==> src/rtl/imem_loader_pkg.sv <==
// Shared types and constants for the boot-time instruction memory loader.
package imem_loader_pkg;

  typedef enum logic [2:0] {
    S_LEN_LO,
    S_LEN_HI,
    S_DATA,
    S_CHECK,
    S_RUN,
    S_ERR
  } loader_state_t;

  localparam int LEN_W     = 16;            // word-count field width
  localparam int LEN_BYTES = LEN_W / 8;     // length prefix bytes
  localparam int LANES     = 4;             // bytes per 32-bit word
  localparam int LANE_W    = $clog2(LANES);
  localparam int PACK_W    = 8 * (LANES - 1);

endpackage

==> src/rtl/byte_packer.sv <==
// Little-endian 8->32 packer: the first byte of each word lands in [7:0],
// the fourth completes the word and is presented combinationally.
module byte_packer
  import imem_loader_pkg::*;
(
  input  logic        clk,
  input  logic        rst,
  input  logic        i_clear,
  input  logic        i_en,
  input  logic [7:0]  i_byte,
  output logic        word_valid,
  output logic [31:0] word
);

  logic [LANE_W-1:0] r_lane;
  logic [PACK_W-1:0] r_pack;

  always_ff @(posedge clk) begin
    if (rst || i_clear) begin
      r_lane <= '0;
      r_pack <= '0;
    end else if (i_en) begin
      // NOTE: non-blocking so every register samples pre-edge values, matching the hardware.
      r_lane <= r_lane + LANE_W'(1);
      r_pack <= {i_byte, r_pack[PACK_W-1:8]};
    end
  end

  assign word_valid = i_en && (r_lane == LANE_W'(LANES - 1));
  assign word       = {i_byte, r_pack};

endmodule

==> src/rtl/imem_loader.sv <==
// Length-prefixed, XOR-checksummed byte stream loader for the core's IMEM;
// holds the core in reset until a load has been verified.
module imem_loader
  import imem_loader_pkg::*;
#(
  parameter  int IMEM_WORDS = 64,
  localparam int AW         = $clog2(IMEM_WORDS)
) (
  input  logic          clk,
  input  logic          rst,
  input  logic          in_valid,
  input  logic [7:0]    in_byte,
  output logic          in_ready,
  output logic          imem_we,
  output logic [AW-1:0] imem_addr,
  output logic [31:0]   imem_wdata,
  output logic          core_rst,
  output logic          done,
  output logic          error
);

  loader_state_t    r_state;
  logic [7:0]       r_len_lo;
  logic [LEN_W-1:0] r_last_word;
  logic [AW-1:0]    r_word_cnt;
  logic [7:0]       r_csum;

  logic             w_accept;
  logic             w_word_valid;
  logic [31:0]      w_word;
  logic [LEN_W-1:0] w_len;

  assign in_ready = !rst && (r_state inside {S_LEN_LO, S_LEN_HI, S_DATA, S_CHECK});
  assign w_accept = in_valid && in_ready;
  assign w_len    = {in_byte, r_len_lo};

  // Lane counter restarts on every accepted length so a stale partial word never leaks.
  byte_packer u_packer (
    .clk        (clk),
    .rst        (rst),
    .i_clear    (w_accept && (r_state == S_LEN_HI)),
    .i_en       (w_accept && (r_state == S_DATA)),
    .i_byte     (in_byte),
    .word_valid (w_word_valid),
    .word       (w_word)
  );

  always_ff @(posedge clk) begin
    if (rst) begin
      r_state     <= S_LEN_LO;
      r_len_lo    <= '0;
      r_last_word <= '0;
      r_word_cnt  <= '0;
      r_csum      <= '0;
      imem_we     <= 1'b0;
      imem_addr   <= '0;
      imem_wdata  <= '0;
      core_rst    <= 1'b1;
      done        <= 1'b0;
      error       <= 1'b0;
    end else begin
      imem_we <= 1'b0;
      case (r_state)
        S_LEN_LO: if (w_accept) begin
          r_len_lo <= in_byte;
          r_state  <= S_LEN_HI;
        end
        S_LEN_HI: if (w_accept) begin
          if (w_len == '0 || w_len > LEN_W'(IMEM_WORDS)) begin
            r_state <= S_ERR;
            error   <= 1'b1;
          end else begin
            r_last_word <= w_len - LEN_W'(1);
            r_word_cnt  <= '0;
            r_csum      <= '0;
            r_state     <= S_DATA;
          end
        end
        S_DATA: if (w_accept) begin
          r_csum <= r_csum ^ in_byte;
          if (w_word_valid) begin
            imem_we    <= 1'b1;
            imem_addr  <= r_word_cnt;
            imem_wdata <= w_word;
            if (LEN_W'(r_word_cnt) == r_last_word) r_state <= S_CHECK;
            else r_word_cnt <= r_word_cnt + AW'(1);
          end
        end
        S_CHECK: if (w_accept) begin
          if (in_byte == r_csum) begin
            r_state  <= S_RUN;
            core_rst <= 1'b0;
            done     <= 1'b1;
          end else begin
            r_state <= S_ERR;
            error   <= 1'b1;
          end
        end
        default: ;  // S_RUN and S_ERR are left only through rst
      endcase
    end
  end

endmodule

==> config.mk <==
export PLATFORM = sky130hd
export DESIGN_NAME = imem_loader
export DESIGN_NICKNAME = d
export VERILOG_FILES = /design/src/rtl/imem_loader_pkg.sv /design/src/rtl/byte_packer.sv /design/src/rtl/imem_loader.sv
export SDC_FILE = /design/constraint.sdc
export NUM_CORES = 1
export LEC_CHECK = 0
export ABC_AREA = 1
export CAP_MARGIN = 5
export CORE_MARGIN = 4
export CORE_UTILIZATION = 43
export DETAILED_ROUTE_END_ITERATION = 8
export GPL_ROUTABILITY_DRIVEN = 0
export MAX_ROUTING_LAYER = met4
export SLEW_MARGIN = 20
export SYNTH_ARGS = -nofsm -noshare
export SYNTH_HDL_FRONTEND = slang
export SYNTH_HIERARCHICAL = 1
export SYNTH_SLANG_ARGS = --single-unit
==> constraint.sdc <==
create_clock -name clk -period 5.4 [get_ports clk]
set_clock_uncertainty 0.05 [all_clocks]
set_input_delay 1.08 -clock clk [delete_from_list [all_inputs] [get_ports clk]]
set_output_delay 1.08 -clock clk [all_outputs]
set_load 0.005 [all_outputs]
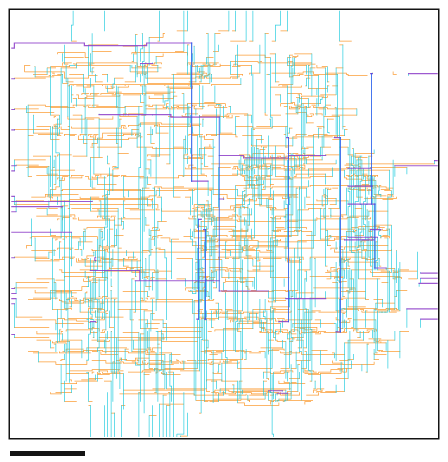
Fig. 1. Metal layers overlaid (run 1).
Scale bar: 20 um.
| layer | colour | wire length |
|---|---|---|
| metal 3 | purple | 348 um |
| metal 2 | cyan | 5220 um |
| metal 4 | blue | 286 um |
| metal 1 | orange | 4900 um |
WL final: 10760 um
via count: 4066

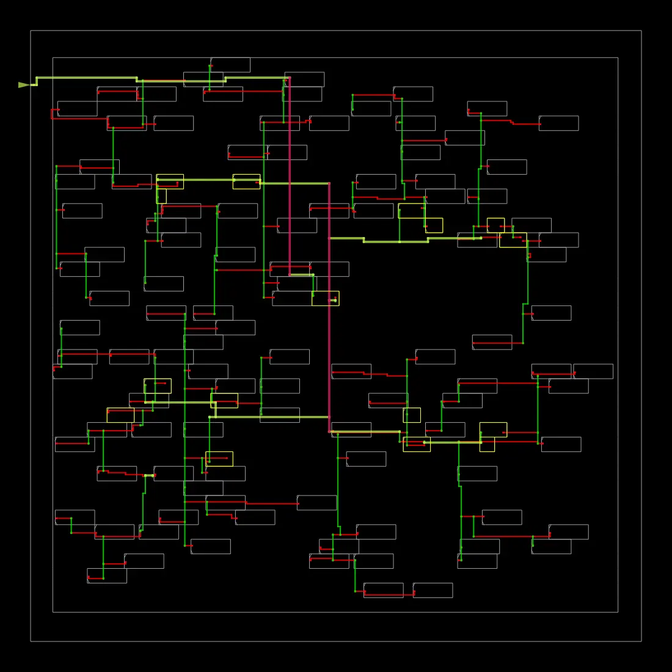
Fig. 2. Clock routing (run 1).
total CTS buffers: 9
Clock group: 0.480 mW

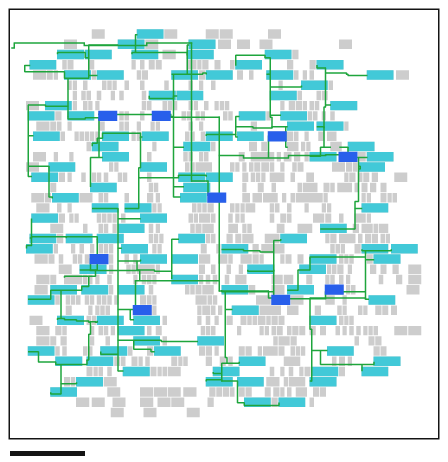
Fig. 3. Routed clock nets over the placement (run 1).
Scale bar: 20 um.
[clock drivers] blue | count: 9
[flip-flops] cyan | count: 109
[clock wires] green | length: 1280 um
routed clock nets: 10

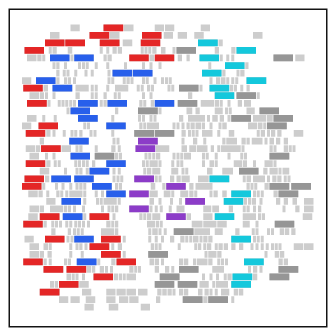
Fig. 4. Register map, names as in the netlist (run 1).
Other sequential cells in the stronger grey, the rest of the logic in the fainter grey.
| netlist name | colour | sequential cells |
|---|---|---|
| u_packer/r_pack | blue | 24 |
| r_csum | purple | 8 |
| imem_wdata | red | 32 |
| r_last_word | cyan | 16 |
not coloured: 29
Final Core Density: 0.5059
register area: 2182 um2
Seq. pwr: 0.829 mW
flop share of the area: 0.3962

==> notes.md, run 1 <==
impl run done, here's what came out: multi-input combinational area share 0.3887, number of well taps 140, setup TNS 0 ns, mapped cell area 4817 um2, Seq pwr share 0.572, Post-CTS Setup Inserts 0, highest routed layer met4, Post-DP Area 5318 um2, mux share 0, Synth logic family simple AND/OR/NAND/NOR gates, synthesis area per yosys 4817 um2, max_slew headroom 0.4446, Critical R2R Launch r_state[2], Reg with most FFs imem_wdata, WL met3 347 um, Largest register FFs 32, routed len/inst 12.67 um, Signal buf overhead 0.1004, first-pass GRT wire length 18440 um, complex-gate fraction of the synthesized area 0.1130, placed cell count 833, number of warnings in the stage logs 27, largest net degree at the start of global routing 53, Post-synth ARST share 0, most common cell in the netlist nor2_1, static leakage 2.405 nW, slowest stage delay, CP 0.53 ns, hold path startpoint core_rst, non-clock inverter count 71, hold endpoint core_rst, Max Cap Viol 0, post-synth net total 688, IO buf count 53, grt met1 use 0.2087, pwr dens 263.2 nW/um2, Die H 113.8 um, clock tree cell share of total cell area 0.03453, DRT iter0 DRCs 241, number of cells in Yosys stat 673, Fill cells 1096, busiest layer in global routing met2, mi-comb count 457, Worst VDD drop 163.7 uV, status finished clean, Overflow after GRT 0, Non-CTS buffers 56, WP depth 4, RSZ-0062 raised after global routing false, GR Util met2 0.3074, CTS Buffer Depth 2, crit path to in_ready, Worst R2R Path Depth 10, Crit path required time 4.27 ns, XORs/XNORs by Area 0.02545, final setup violation count 0, Worst Path Max Fanout 15, M3 GR Usage 0.04668, yosys warns 6, Switch Pwr 0.3858 mW, total track usage 0.1813, largest cell class by area sequential cells, Max Slew Vio Count 0, fmax 290.2 MHz, CTS tree yes, Top Consumer sequential cells, Post-synth EDFFs 0, synth cell count leaders nor2_1 (176), nand2_1 (113), dfxtp_1 (109), Cell area leaders dfxtp_1 (45%), nor2_1 (14%), nand2_1 (8.8%), row cnt 38, dominant register cell dfxtp_1, CP endpoint kind output port, critical path launch point rst, Final HPWL DP 7523 um, total power 1.450 mW, reg2reg end imem_wdata[14], Logic pwr share 0.097, final period utilization 0.6382, syn_area_per_cell 7.158 um2, Post-CTS Hold Fix Bufs 0, Latency at later pin 0.37 ns, CTS root buf clkbuf_8, top area contributor share 0.4530, Comb area 2141 um2, fp util 0.4424, Largest regs imem_wdata: 32 flops, u_packer/r_pack: 24 flops, r_last_word: 16 flops, fraction of layout cells with a size suffix above 1 0.06911, WS Path Type in -> out, Flop Count 109, Internal 1.064 mW, pre-CTS WS 1.763 ns, met2 WL 5223 um, Finished Cell Area 5508 um2, most frequent logic cell in the layout nor2_1, via-per-instance ratio 4.789, clock-pin slew on the worst setup and hold paths 0.09 ns, Top Family by Delay on Critical Path buffers and inverters, Comb. pwr 0.140 mW, total clock sinks 109, Mapped Cells 673, reg2reg setup slack 3.03 ns, buffers plus inverters on the worst setup path 3, Worst Hold Depth 2, cells along the critical path clkdlybuf4s50_1 -> buf_4 -> nor2_4 -> clkdlybuf4s50_1, worst setup margin 1.954 ns, Antenna diodes 0, startpoint types input pin, most frequent cell on the critical path clkdlybuf4s50_1, CP max-delay cell clkdlybuf4s50_1, wire length on met1 4901 um, die x size 113.8 um, Core ar. 10890 um2, Clock power frac 0.331, fa+ha+maj area frac 0.01039, clock buffers 11, chip area 12960 um2, Worst-Margin Slew 0.8322 ns, sw frac 0.2661, final hold slack 0.4079 ns, layout net count 719, Layout area overhead 14.34%, final routed DRC violation total 0, CTS HTree Levels 3, CP arrival 2.32 ns, post-synth cell types 32
## Run 2: what changed since run 1
==> constraint.sdc (replaced) <==
create_clock -name clk -period 3.5 [get_ports clk]
set_clock_uncertainty 0.05 [all_clocks]
set_input_delay 0.7 -clock clk [delete_from_list [all_inputs] [get_ports clk]]
set_output_delay 0.7 -clock clk [all_outputs]
set_load 0.005 [all_outputs]
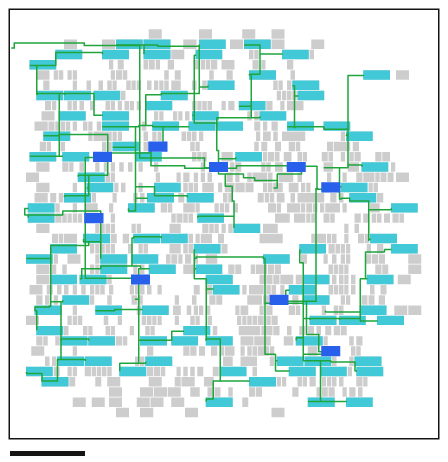
Fig. 5. Routed clock nets over the placement (run 2).
Scale bar: 20 um.
[clock drivers] blue | count: 9
[flip-flops] cyan | count: 109
[clock wires] green | length: 1320 um
flops lie: all over the die
routed clock nets: 10

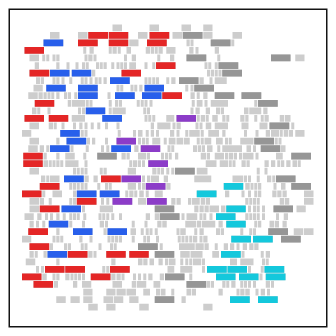
Fig. 6. Register map, names as in the netlist (run 2).
Other sequential cells in the stronger grey, the rest of the logic in the fainter grey.
| netlist name | colour | sequential cells |
|---|---|---|
| u_packer/r_pack | blue | 24 |
| imem_wdata | red | 32 |
| r_csum | purple | 8 |
| r_last_word | cyan | 16 |
Seq. pwr: 1.28 mW
Final Core Density: 0.5064
flop share of the area: 0.3957

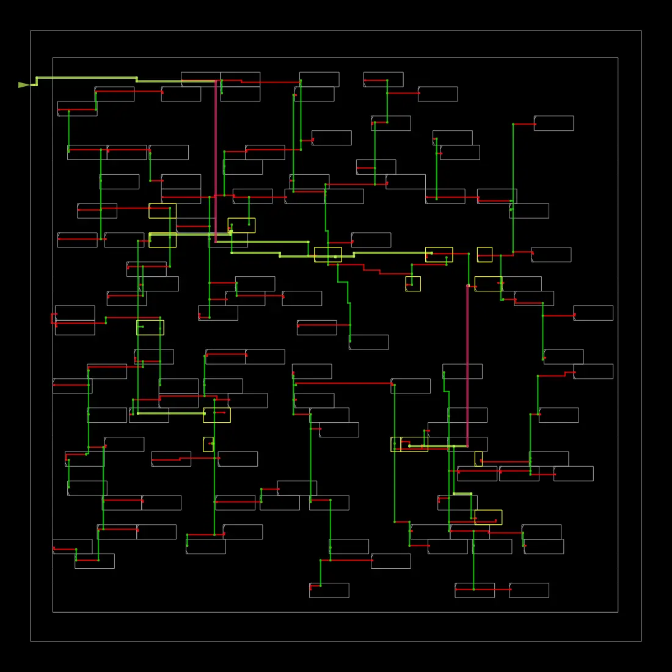
Fig. 7. Clock routing (run 2).
clock buffers: 11
Flop Count: 109

==> notes.md, run 2 <==
impl run done, here's what came out: synth cell count leaders nor2_1 (176), nand2_1 (113), dfxtp_1 (109), crit path to in_ready, Comb. pwr 0.219 mW, Crit path required time 2.75 ns, Fill cells 1094, row cnt 38, hold path startpoint core_rst, slowest stage delay, CP 0.56 ns, Comb area 2141 um2, GR Util met2 0.3035, Worst R2R Path Depth 10, via-per-instance ratio 4.709, fa+ha+maj area frac 0.01039, hold endpoint core_rst, Internal 1.612 mW, Finished Cell Area 5514 um2, Overflow after GRT 0, syn_area_per_cell 7.158 um2, busiest layer in global routing met2, Largest regs imem_wdata: 32 flops, u_packer/r_pack: 24 flops, r_last_word: 16 flops, clock-pin slew on the worst setup and hold paths 0.10 ns, status finished clean, post-synth cell types 32, WL met3 405 um, Worst Hold Depth 2, Post-CTS Hold Fix Bufs 0, placed cell count 837, fmax 376.4 MHz, fp util 0.4424, Post-CTS Setup Inserts 0, Signal buf overhead 0.1057, clock tree cell share of total cell area 0.03018, CTS HTree Levels 3, most frequent logic cell in the layout nor2_1, sw frac 0.2650, max_slew headroom 0.5713, Top Consumer sequential cells, mapped cell area 4817 um2, CP endpoint kind output port, CTS tree yes, highest routed layer met4, WS Path Type in -> out, final routed DRC violation total 0, XORs/XNORs by Area 0.02545, worst setup margin 0.8433 ns, number of warnings in the stage logs 27, Reg with most FFs imem_wdata, top area contributor share 0.4530, chip area 12960 um2, final hold slack 0.4030 ns, largest net degree at the start of global routing 53, via count 4012, Latency at later pin 0.37 ns, total CTS buffers 9, RSZ-0062 raised after global routing false, CTS root buf clkbuf_8, complex-gate fraction of the synthesized area 0.1130, static leakage 2.409 nW, mux share 0, most common cell in the netlist nor2_1, Seq pwr share 0.583, mi-comb count 457, M3 GR Usage 0.03501, total power 2.193 mW, Worst-Margin Slew 0.6415 ns, fraction of layout cells with a size suffix above 1 0.07163, Max Cap Viol 0, reg2reg end imem_addr[4], register area 2182 um2, Mapped Cells 673, critical path launch point rst, Core ar. 10890 um2, Clock group 0.694 mW, Antenna diodes 0, Post-DP Area 5348 um2, Clock power frac 0.317, Switch Pwr 0.5811 mW, Max Slew Vio Count 0, WP depth 3, total clock sinks 109, routed len/inst 12.88 um, cells along the critical path clkdlybuf4s50_1 -> nor2_4 -> clkdlybuf4s50_1, layout net count 723, die x size 113.8 um, CP arrival 1.91 ns, Post-synth ARST share 0, pwr dens 397.7 nW/um2, total track usage 0.1789
## Run 3: what changed since run 2
--- a/config.mk
+++ b/config.mk
@@ -12,6 +12,7 @@
 export DETAILED_ROUTE_END_ITERATION = 8
 export GPL_ROUTABILITY_DRIVEN = 0
 export MAX_ROUTING_LAYER = met4
+export PLACE_DENSITY = 0.66
 export SLEW_MARGIN = 20
 export SYNTH_ARGS = -nofsm -noshare
 export SYNTH_HDL_FRONTEND = slang
==> constraint.sdc (replaced) <==
create_clock -name clk -period 2.3 [get_ports clk]
set_clock_uncertainty 0.05 [all_clocks]
set_input_delay 0.46 -clock clk [delete_from_list [all_inputs] [get_ports clk]]
set_output_delay 0.46 -clock clk [all_outputs]
set_load 0.005 [all_outputs]
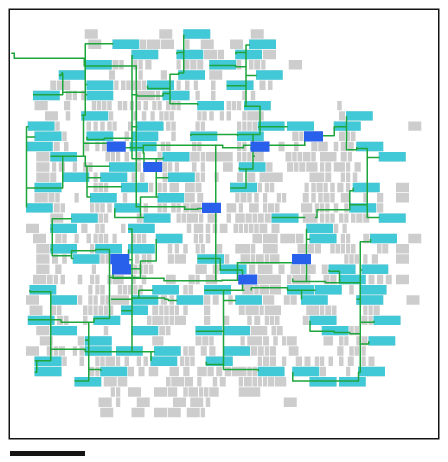
Fig. 8. Routed clock nets over the placement (run 3).
Scale bar: 20 um.
[clock wires] green | length: 1210 um
[clock drivers] blue | count: 9
[flip-flops] cyan | count: 109
flops lie: all over the die
Clock group: 1.16 mW
Clock power frac: 0.335

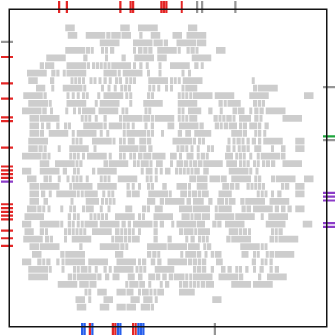
Fig. 9. I/O pins on the die edge (run 3).
Pins as bars across the die edge, other pins in grey.
| port | colour | pins | direction | edge |
|---|---|---|---|---|
| in_ready | green | 1 | output | right |
| imem_wdata | red | 32 | output | 18 left, 9 top, 5 bottom |
| in_byte | blue | 8 | input | bottom |
| imem_addr | purple | 6 | output | 5 right, 1 left |
all pins by edge: 20 left, 14 bottom, 12 top, 8 right

==> notes.md, run 3 <==
impl run done, here's what came out: grt met1 use 0.2167, mapped cell area 4817 um2, chip area 12960 um2, Fill cells 1095, CTS Buffer Depth 2, Worst Path Max Fanout 2, Latency at later pin 0.36 ns, M3 GR Usage 0.03767, max_slew headroom 0.5930, fraction of layout cells with a size suffix above 1 0.09959, Crit path required time 1.79 ns, WL final 10810 um, clock-pin slew on the worst setup and hold paths 0.10 ns, startpoint types input pin, Largest register FFs 32, Switch Pwr 0.9065 mW, layout net count 743, final setup violation count 0, static leakage 2.532 nW, Seq pwr share 0.563, status finished clean, WL met3 312 um, setup TNS 0 ns, Top Consumer sequential cells, XORs/XNORs by Area 0.02545, Worst-Margin Slew 0.6091 ns, clock tree cell share of total cell area 0.03556, reg2reg setup slack 0.44 ns, first-pass GRT wire length 18640 um, Final Core Density 0.5236, hold path startpoint error, Layout area overhead 18.34%, Logic pwr share 0.102, Core ar. 10890 um2, Signal buf overhead 0.1286, worst setup margin 0.1108 ns, IO buf count 53, Worst Hold Depth 2, CTS HTree Levels 3, final period utilization 0.9518, Flop Count 109, most frequent logic cell in the layout nor2_1, CP arrival 1.68 ns, GR Util met2 0.3066, fmax 456.8 MHz, DRT iter0 DRCs 184, Final HPWL DP 7879 um, slowest stage delay, CP 0.49 ns, RSZ-0062 raised after global routing false, Finished Cell Area 5700 um2, yosys warns 6, synth cell count leaders nor2_1 (176), nand2_1 (113), dfxtp_1 (109), Worst R2R Path Depth 10, most frequent cell on the critical path clkdlybuf4s50_1, Critical R2R Launch r_state[2], cells along the critical path clkdlybuf4s50_1 -> nor2_4 -> buf_4 -> clkdlybuf4s50_1, fa+ha+maj area frac 0.01039, via count 4161, busiest layer in global routing met2, Antenna diodes 0, total CTS buffers 9, final routed DRC violation total 0, Post-DP Area 5498 um2, total track usage 0.1785, flop share of the area 0.3828, CTS root buf clkbuf_8, pre-CTS WS -0.06644 ns, crit path to in_ready, Seq. pwr 1.95 mW, CP max-delay cell clkdlybuf4s50_1, register area 2182 um2, Comb. pwr 0.351 mW, largest net degree at the start of global routing 53, Post-CTS Hold Fix Bufs 0, wire length on met1 5073 um, mi-comb count 457, CTS tree yes, Overflow after GRT 0, WS Path Type in -> out, multi-input combinational area share 0.3755, number of warnings in the stage logs 27, Post-synth EDFFs 0, Reg with most FFs imem_wdata, Die H 113.8 um, syn_area_per_cell 7.158 um2, Largest regs imem_wdata: 32 flops, u_packer/r_pack: 24 flops, r_last_word: 16 flops, post-synth net total 688, row cnt 38, Max Slew Vio Count 0, top area contributor share 0.4530, total power 3.458 mW, most common cell in the netlist nor2_1, mux share 0, met2 WL 5311 um, hold endpoint error, complex-gate fraction of the synthesized area 0.1130, dominant register cell dfxtp_1, Non-CTS buffers 80, Post-synth ARST share 0, Max Cap Viol 0, synthesis area per yosys 4817 um2, Mapped Cells 673, total clock sinks 109, Post-CTS Setup Inserts 0, number of cells in Yosys stat 673, highest routed layer met4, pwr dens 606.7 nW/um2, Synth logic family simple AND/OR/NAND/NOR gates, number of well taps 140, Worst VDD drop 401.2 uV, sw frac 0.2621, Internal 2.552 mW, placed cell count 857, non-clock inverter count 71, Cell area leaders dfxtp_1 (45%), nor2_1 (14%), nand2_1 (8.8%), critical path launch point rst, final hold slack 0.4038 ns, routed len/inst 12.39 um, CP endpoint kind output port
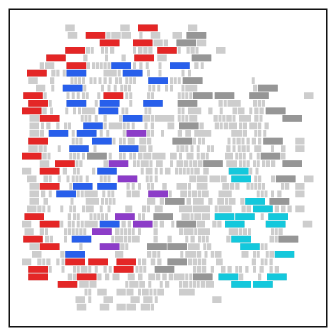
Fig. 10. Register map, names as in the netlist (run 3).
Other sequential cells in the stronger grey, the rest of the logic in the fainter grey.
| netlist name | colour | sequential cells |
|---|---|---|
| imem_wdata | red | 32 |
| u_packer/r_pack | blue | 24 |
| r_csum | purple | 8 |
| r_last_word | cyan | 16 |

Power and IR drop assume default switching activity.
